File: src/rtl/mem_arbiter_if.sv
// Bus bundle between the two sequencer requesters, the shared word memory and mem_arbiter.
// The slave modport is the arbiter's view; the master modport is the requester/memory side.
interface mem_arbiter_if #(
  parameter int AW = 32,
  parameter int DW = 32
);
  logic          req0;
  logic          req1;
  logic          we0;
  logic          we1;
  logic [AW-1:0] addr0;
  logic [AW-1:0] addr1;
  logic [DW-1:0] wdata0;
  logic [DW-1:0] wdata1;
  logic          gnt0;
  logic          gnt1;
  logic          rvalid0;
  logic          rvalid1;
  logic [DW-1:0] rdata;
  logic          err0;
  logic          err1;
  logic          mem_wr_en;
  logic [AW-1:0] mem_addr;
  logic [DW-1:0] mem_wdata;
  logic [DW-1:0] mem_rdata;
  logic          busy;

  modport slave (
    input  req0, req1, we0, we1, addr0, addr1, wdata0, wdata1, mem_rdata,
    output gnt0, gnt1, rvalid0, rvalid1, rdata, err0, err1,
           mem_wr_en, mem_addr, mem_wdata, busy
  );

  modport master (
    output req0, req1, we0, we1, addr0, addr1, wdata0, wdata1, mem_rdata,
    input  gnt0, gnt1, rvalid0, rvalid1, rdata, err0, err1,
           mem_wr_en, mem_addr, mem_wdata, busy
  );
endinterface

File: src/rtl/mem_arbiter.sv
// Round-robin arbiter letting two requesters share one single-port word memory.
// Optional build macro MEM_ARB_ALIGN_CHECK_EN rejects non-word-aligned requests with an err pulse.
module mem_arbiter #(
  parameter int AW = 32,
  parameter int DW = 32
) (
  input logic           clk,
  input logic           rst,
  mem_arbiter_if.slave  bus
);

  localparam logic [1:0] IDLE  = 2'd0;
  localparam logic [1:0] ISSUE = 2'd1;
  localparam logic [1:0] WAIT  = 2'd2;

  logic [1:0]    state_q, state_d;
  logic          last_q, last_d;
  logic          owner_q, owner_d;
  logic          gnt0_q, gnt0_d;
  logic          gnt1_q, gnt1_d;
  logic          rvalid0_q, rvalid0_d;
  logic          rvalid1_q, rvalid1_d;
  logic          mem_wr_en_q, mem_wr_en_d;
  logic [AW-1:0] mem_addr_q, mem_addr_d;
  logic [DW-1:0] mem_wdata_q, mem_wdata_d;
  logic [DW-1:0] rdata_q, rdata_d;

  logic          win;
  logic          win_we;
  logic [AW-1:0] win_addr;
  logic [DW-1:0] win_wdata;
  logic          misaligned;

`ifdef MEM_ARB_ALIGN_CHECK_EN
  logic          err0_q, err0_d;
  logic          err1_q, err1_d;
`endif

  // On a tie the requester not granted last wins; a lone requester always wins.
  always_comb begin
    win       = (bus.req0 & bus.req1) ? ~last_q : bus.req1;
    win_we    = win ? bus.we1    : bus.we0;
    win_addr  = win ? bus.addr1  : bus.addr0;
    win_wdata = win ? bus.wdata1 : bus.wdata0;
`ifdef MEM_ARB_ALIGN_CHECK_EN
    misaligned = (win_addr[1:0] != 2'b00);
`else
    misaligned = 1'b0;
`endif
  end

  always_comb begin
    state_d     = state_q;
    last_d      = last_q;
    owner_d     = owner_q;
    gnt0_d      = 1'b0;
    gnt1_d      = 1'b0;
    rvalid0_d   = 1'b0;
    rvalid1_d   = 1'b0;
    mem_wr_en_d = 1'b0;
    mem_addr_d  = mem_addr_q;
    mem_wdata_d = mem_wdata_q;
    rdata_d     = rdata_q;
`ifdef MEM_ARB_ALIGN_CHECK_EN
    err0_d      = 1'b0;
    err1_d      = 1'b0;
`endif

    case (state_q)
      IDLE: begin
        if (bus.req0 | bus.req1) begin
          last_d  = win;
          owner_d = win;
          gnt0_d  = ~win;
          gnt1_d  = win;
          // A rejected request is granted and flagged but never touches the memory port.
          if (misaligned) begin
`ifdef MEM_ARB_ALIGN_CHECK_EN
            err0_d = ~win;
            err1_d = win;
`endif
          end else begin
            mem_addr_d  = win_addr;
            mem_wdata_d = win_wdata;
            mem_wr_en_d = win_we;
            state_d     = ISSUE;
          end
        end
      end
      ISSUE: begin
        state_d = mem_wr_en_q ? IDLE : WAIT;
      end
      WAIT: begin
        rdata_d   = bus.mem_rdata;
        rvalid0_d = ~owner_q;
        rvalid1_d = owner_q;
        state_d   = IDLE;
      end
      default: begin
        state_d = IDLE;
      end
    endcase
  end

  always_ff @(posedge clk or posedge rst) begin
    if (rst) begin
      state_q     <= IDLE;
      last_q      <= 1'b1;
      owner_q     <= 1'b0;
      gnt0_q      <= 1'b0;
      gnt1_q      <= 1'b0;
      rvalid0_q   <= 1'b0;
      rvalid1_q   <= 1'b0;
      mem_wr_en_q <= 1'b0;
      mem_addr_q  <= '0;
      mem_wdata_q <= '0;
      rdata_q     <= '0;
    end else begin
      state_q     <= state_d;
      last_q      <= last_d;
      owner_q     <= owner_d;
      gnt0_q      <= gnt0_d;
      gnt1_q      <= gnt1_d;
      rvalid0_q   <= rvalid0_d;
      rvalid1_q   <= rvalid1_d;
      mem_wr_en_q <= mem_wr_en_d;
      mem_addr_q  <= mem_addr_d;
      mem_wdata_q <= mem_wdata_d;
      rdata_q     <= rdata_d;
    end
  end

`ifdef MEM_ARB_ALIGN_CHECK_EN
  always_ff @(posedge clk or posedge rst) begin
    if (rst) begin
      err0_q <= 1'b0;
      err1_q <= 1'b0;
    end else begin
      err0_q <= err0_d;
      err1_q <= err1_d;
    end
  end

  assign bus.err0 = err0_q;
  assign bus.err1 = err1_q;
`else
  assign bus.err0 = 1'b0;
  assign bus.err1 = 1'b0;
`endif

  assign bus.gnt0      = gnt0_q;
  assign bus.gnt1      = gnt1_q;
  assign bus.rvalid0   = rvalid0_q;
  assign bus.rvalid1   = rvalid1_q;
  assign bus.rdata     = rdata_q;
  assign bus.mem_wr_en = mem_wr_en_q;
  assign bus.mem_addr  = mem_addr_q;
  assign bus.mem_wdata = mem_wdata_q;
  assign bus.busy      = (state_q != IDLE);

endmodule

File: src/flat_wrapper.sv
// flat-port wrapper written by rule: the top's interface ports become plain ports
module mem_arbiter_flat 
#(
  parameter int AW = 32,
  parameter int DW = 32
)
  (clk, rst, bus_req0, bus_req1, bus_we0, bus_we1, bus_addr0, bus_addr1, bus_wdata0, bus_wdata1, bus_mem_rdata, bus_gnt0, bus_gnt1, bus_rvalid0, bus_rvalid1, bus_rdata, bus_err0, bus_err1, bus_mem_wr_en, bus_mem_addr, bus_mem_wdata, bus_busy);
  mem_arbiter_if #(.AW(AW), .DW(DW)) bus_i ();
  input logic clk;
  input logic rst;
  input wire logic [$bits(bus_i.req0)-1:0] bus_req0;
  input wire logic [$bits(bus_i.req1)-1:0] bus_req1;
  input wire logic [$bits(bus_i.we0)-1:0] bus_we0;
  input wire logic [$bits(bus_i.we1)-1:0] bus_we1;
  input wire logic [$bits(bus_i.addr0)-1:0] bus_addr0;
  input wire logic [$bits(bus_i.addr1)-1:0] bus_addr1;
  input wire logic [$bits(bus_i.wdata0)-1:0] bus_wdata0;
  input wire logic [$bits(bus_i.wdata1)-1:0] bus_wdata1;
  input wire logic [$bits(bus_i.mem_rdata)-1:0] bus_mem_rdata;
  output wire logic [$bits(bus_i.gnt0)-1:0] bus_gnt0;
  output wire logic [$bits(bus_i.gnt1)-1:0] bus_gnt1;
  output wire logic [$bits(bus_i.rvalid0)-1:0] bus_rvalid0;
  output wire logic [$bits(bus_i.rvalid1)-1:0] bus_rvalid1;
  output wire logic [$bits(bus_i.rdata)-1:0] bus_rdata;
  output wire logic [$bits(bus_i.err0)-1:0] bus_err0;
  output wire logic [$bits(bus_i.err1)-1:0] bus_err1;
  output wire logic [$bits(bus_i.mem_wr_en)-1:0] bus_mem_wr_en;
  output wire logic [$bits(bus_i.mem_addr)-1:0] bus_mem_addr;
  output wire logic [$bits(bus_i.mem_wdata)-1:0] bus_mem_wdata;
  output wire logic [$bits(bus_i.busy)-1:0] bus_busy;
  assign bus_i.req0 = bus_req0;
  assign bus_i.req1 = bus_req1;
  assign bus_i.we0 = bus_we0;
  assign bus_i.we1 = bus_we1;
  assign bus_i.addr0 = bus_addr0;
  assign bus_i.addr1 = bus_addr1;
  assign bus_i.wdata0 = bus_wdata0;
  assign bus_i.wdata1 = bus_wdata1;
  assign bus_i.mem_rdata = bus_mem_rdata;
  assign bus_gnt0 = bus_i.gnt0;
  assign bus_gnt1 = bus_i.gnt1;
  assign bus_rvalid0 = bus_i.rvalid0;
  assign bus_rvalid1 = bus_i.rvalid1;
  assign bus_rdata = bus_i.rdata;
  assign bus_err0 = bus_i.err0;
  assign bus_err1 = bus_i.err1;
  assign bus_mem_wr_en = bus_i.mem_wr_en;
  assign bus_mem_addr = bus_i.mem_addr;
  assign bus_mem_wdata = bus_i.mem_wdata;
  assign bus_busy = bus_i.busy;
  mem_arbiter #(.AW(AW), .DW(DW)) u_core (.clk(clk), .rst(rst), .bus(bus_i));
endmodule
File: config.mk
export PLATFORM = sky130hd
export DESIGN_NAME = mem_arbiter_flat
export DESIGN_NICKNAME = d
export VERILOG_FILES = /design/src/rtl/mem_arbiter_if.sv /design/src/rtl/mem_arbiter.sv /design/src/flat_wrapper.sv
export SDC_FILE = /design/constraint.sdc
export NUM_CORES = 1
export LEC_CHECK = 0
export CAP_MARGIN = 5
export CORE_MARGIN = 2
export CORE_UTILIZATION = 40
export CTS_CLUSTER_DIAMETER = 80
export DETAILED_ROUTE_END_ITERATION = 10
export PLACE_DENSITY = 0.86
export SETUP_SLACK_MARGIN = 0.1
export SYNTH_ARGS = -nofsm -noshare
export SYNTH_HDL_FRONTEND = slang
export SYNTH_SLANG_ARGS = --single-unit
File: constraint.sdc
create_clock -name clk -period 9.5 [get_ports clk]
set_clock_uncertainty 0.2 [all_clocks]
set_input_delay 0.95 -clock clk [delete_from_list [all_inputs] [get_ports clk]]
set_output_delay 0.95 -clock clk [all_outputs]
set_load 0.03 [all_outputs]
### Cell classes on the final placement

The bar under the picture is 20 µm long. Fill, decap, tap and diode cells in grey.
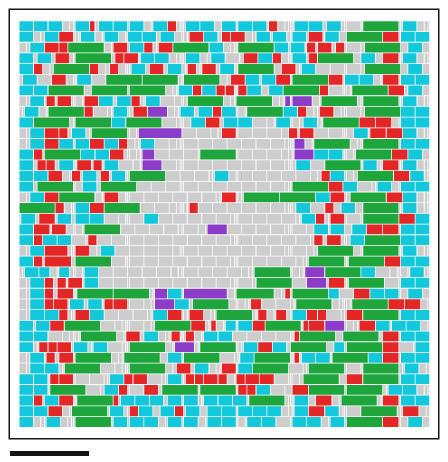
class	colour	cells
flip-flops	green	105
all other logic	red	179
clock drivers and dummy loads	purple	16
other buffers and delay cells	cyan	272

### Cell placement

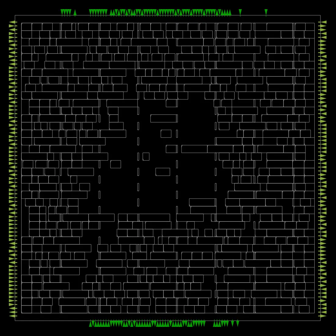
sequential share of cell area: 36.1%
flop count: 105
number of standard-cell rows in the floorplan: 38
number of tapcells: 140

### Wiring heat map

22 x 22 tiles, from black (low) to pale yellow (high), scaled to the fullest tile. Values are wire area over tile area, all layers added.
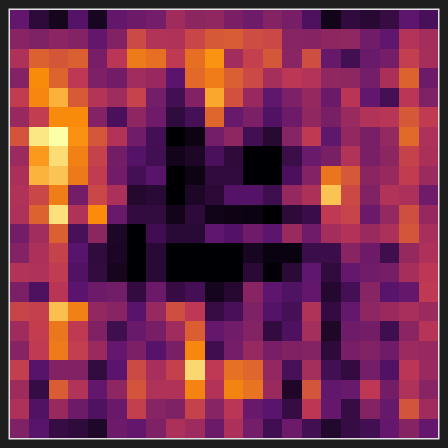
emptiest ninth of the die	centre
tiles over half the peak	22%
mean over tiles	0.19

==> flow_results.org <==
* Flow results

** Die
- According to the floorplan report, the die width is about 110 µm.

** Clocking
- The tree is rooted in a clkbuf_8.
- Count of hold buffers inserted by post-cts repair :: 0
- Once the clock tree was built, the setup fixing pass inserted 0 buffers.

** Cells and area
- Non-clock buffering overhead in the final layout :: between 30% and 40%
- Multi-input gates account for between 20% and 30% of the area.
- Comb gates :: ~180
- In this run the layout overhead on the synthesized area is reported as 65.8%.

** Critical path
- The timing report attributes the biggest portion of critical-path delay to buffers and inverters.
- Total stage count of the critical path :: 5
- The required time at the worst endpoint is listed as around 9600 ps.
- Critical path's slowest cell :: clkdlybuf4s50_1

** Pwr
- Comb pwr share :: approximately 56%
- Clock power share :: roughly an eighth
- Per report_power, the Combinational row totals 1.42 mW.
- Per the power-grid run, VDD falls by no more than around 0.00025 V.

** Timing
- Looking at the max-slew report, the worst-margin pin has a slew of 796 ps.

** Yosys
- Leading register cell type out of synthesis :: dfrtp_1
- The synthesized netlist devotes between 10% and 20% of its cell area to compound gates.
- For reference, the top cells by area after synthesis are dfrtp_1 59%, a221o_1 14%, and3_1 9.0%.
- Total cells reported by yosys after synthesis :: 317

** Worst hold path
- HP Start :: u_core.owner_q
- In the hold report, the worst path ends at u_core.bus.rvalid0.

** Outcome
- The flow ran to the end, and the final reports show no timing, DRC or antenna violations.

** Global routing
- Total Routing Usage GR :: around 22%

** Routing
- DRT antenna net count :: 0
No activity file was given, so power comes from the tool's default toggle rates.
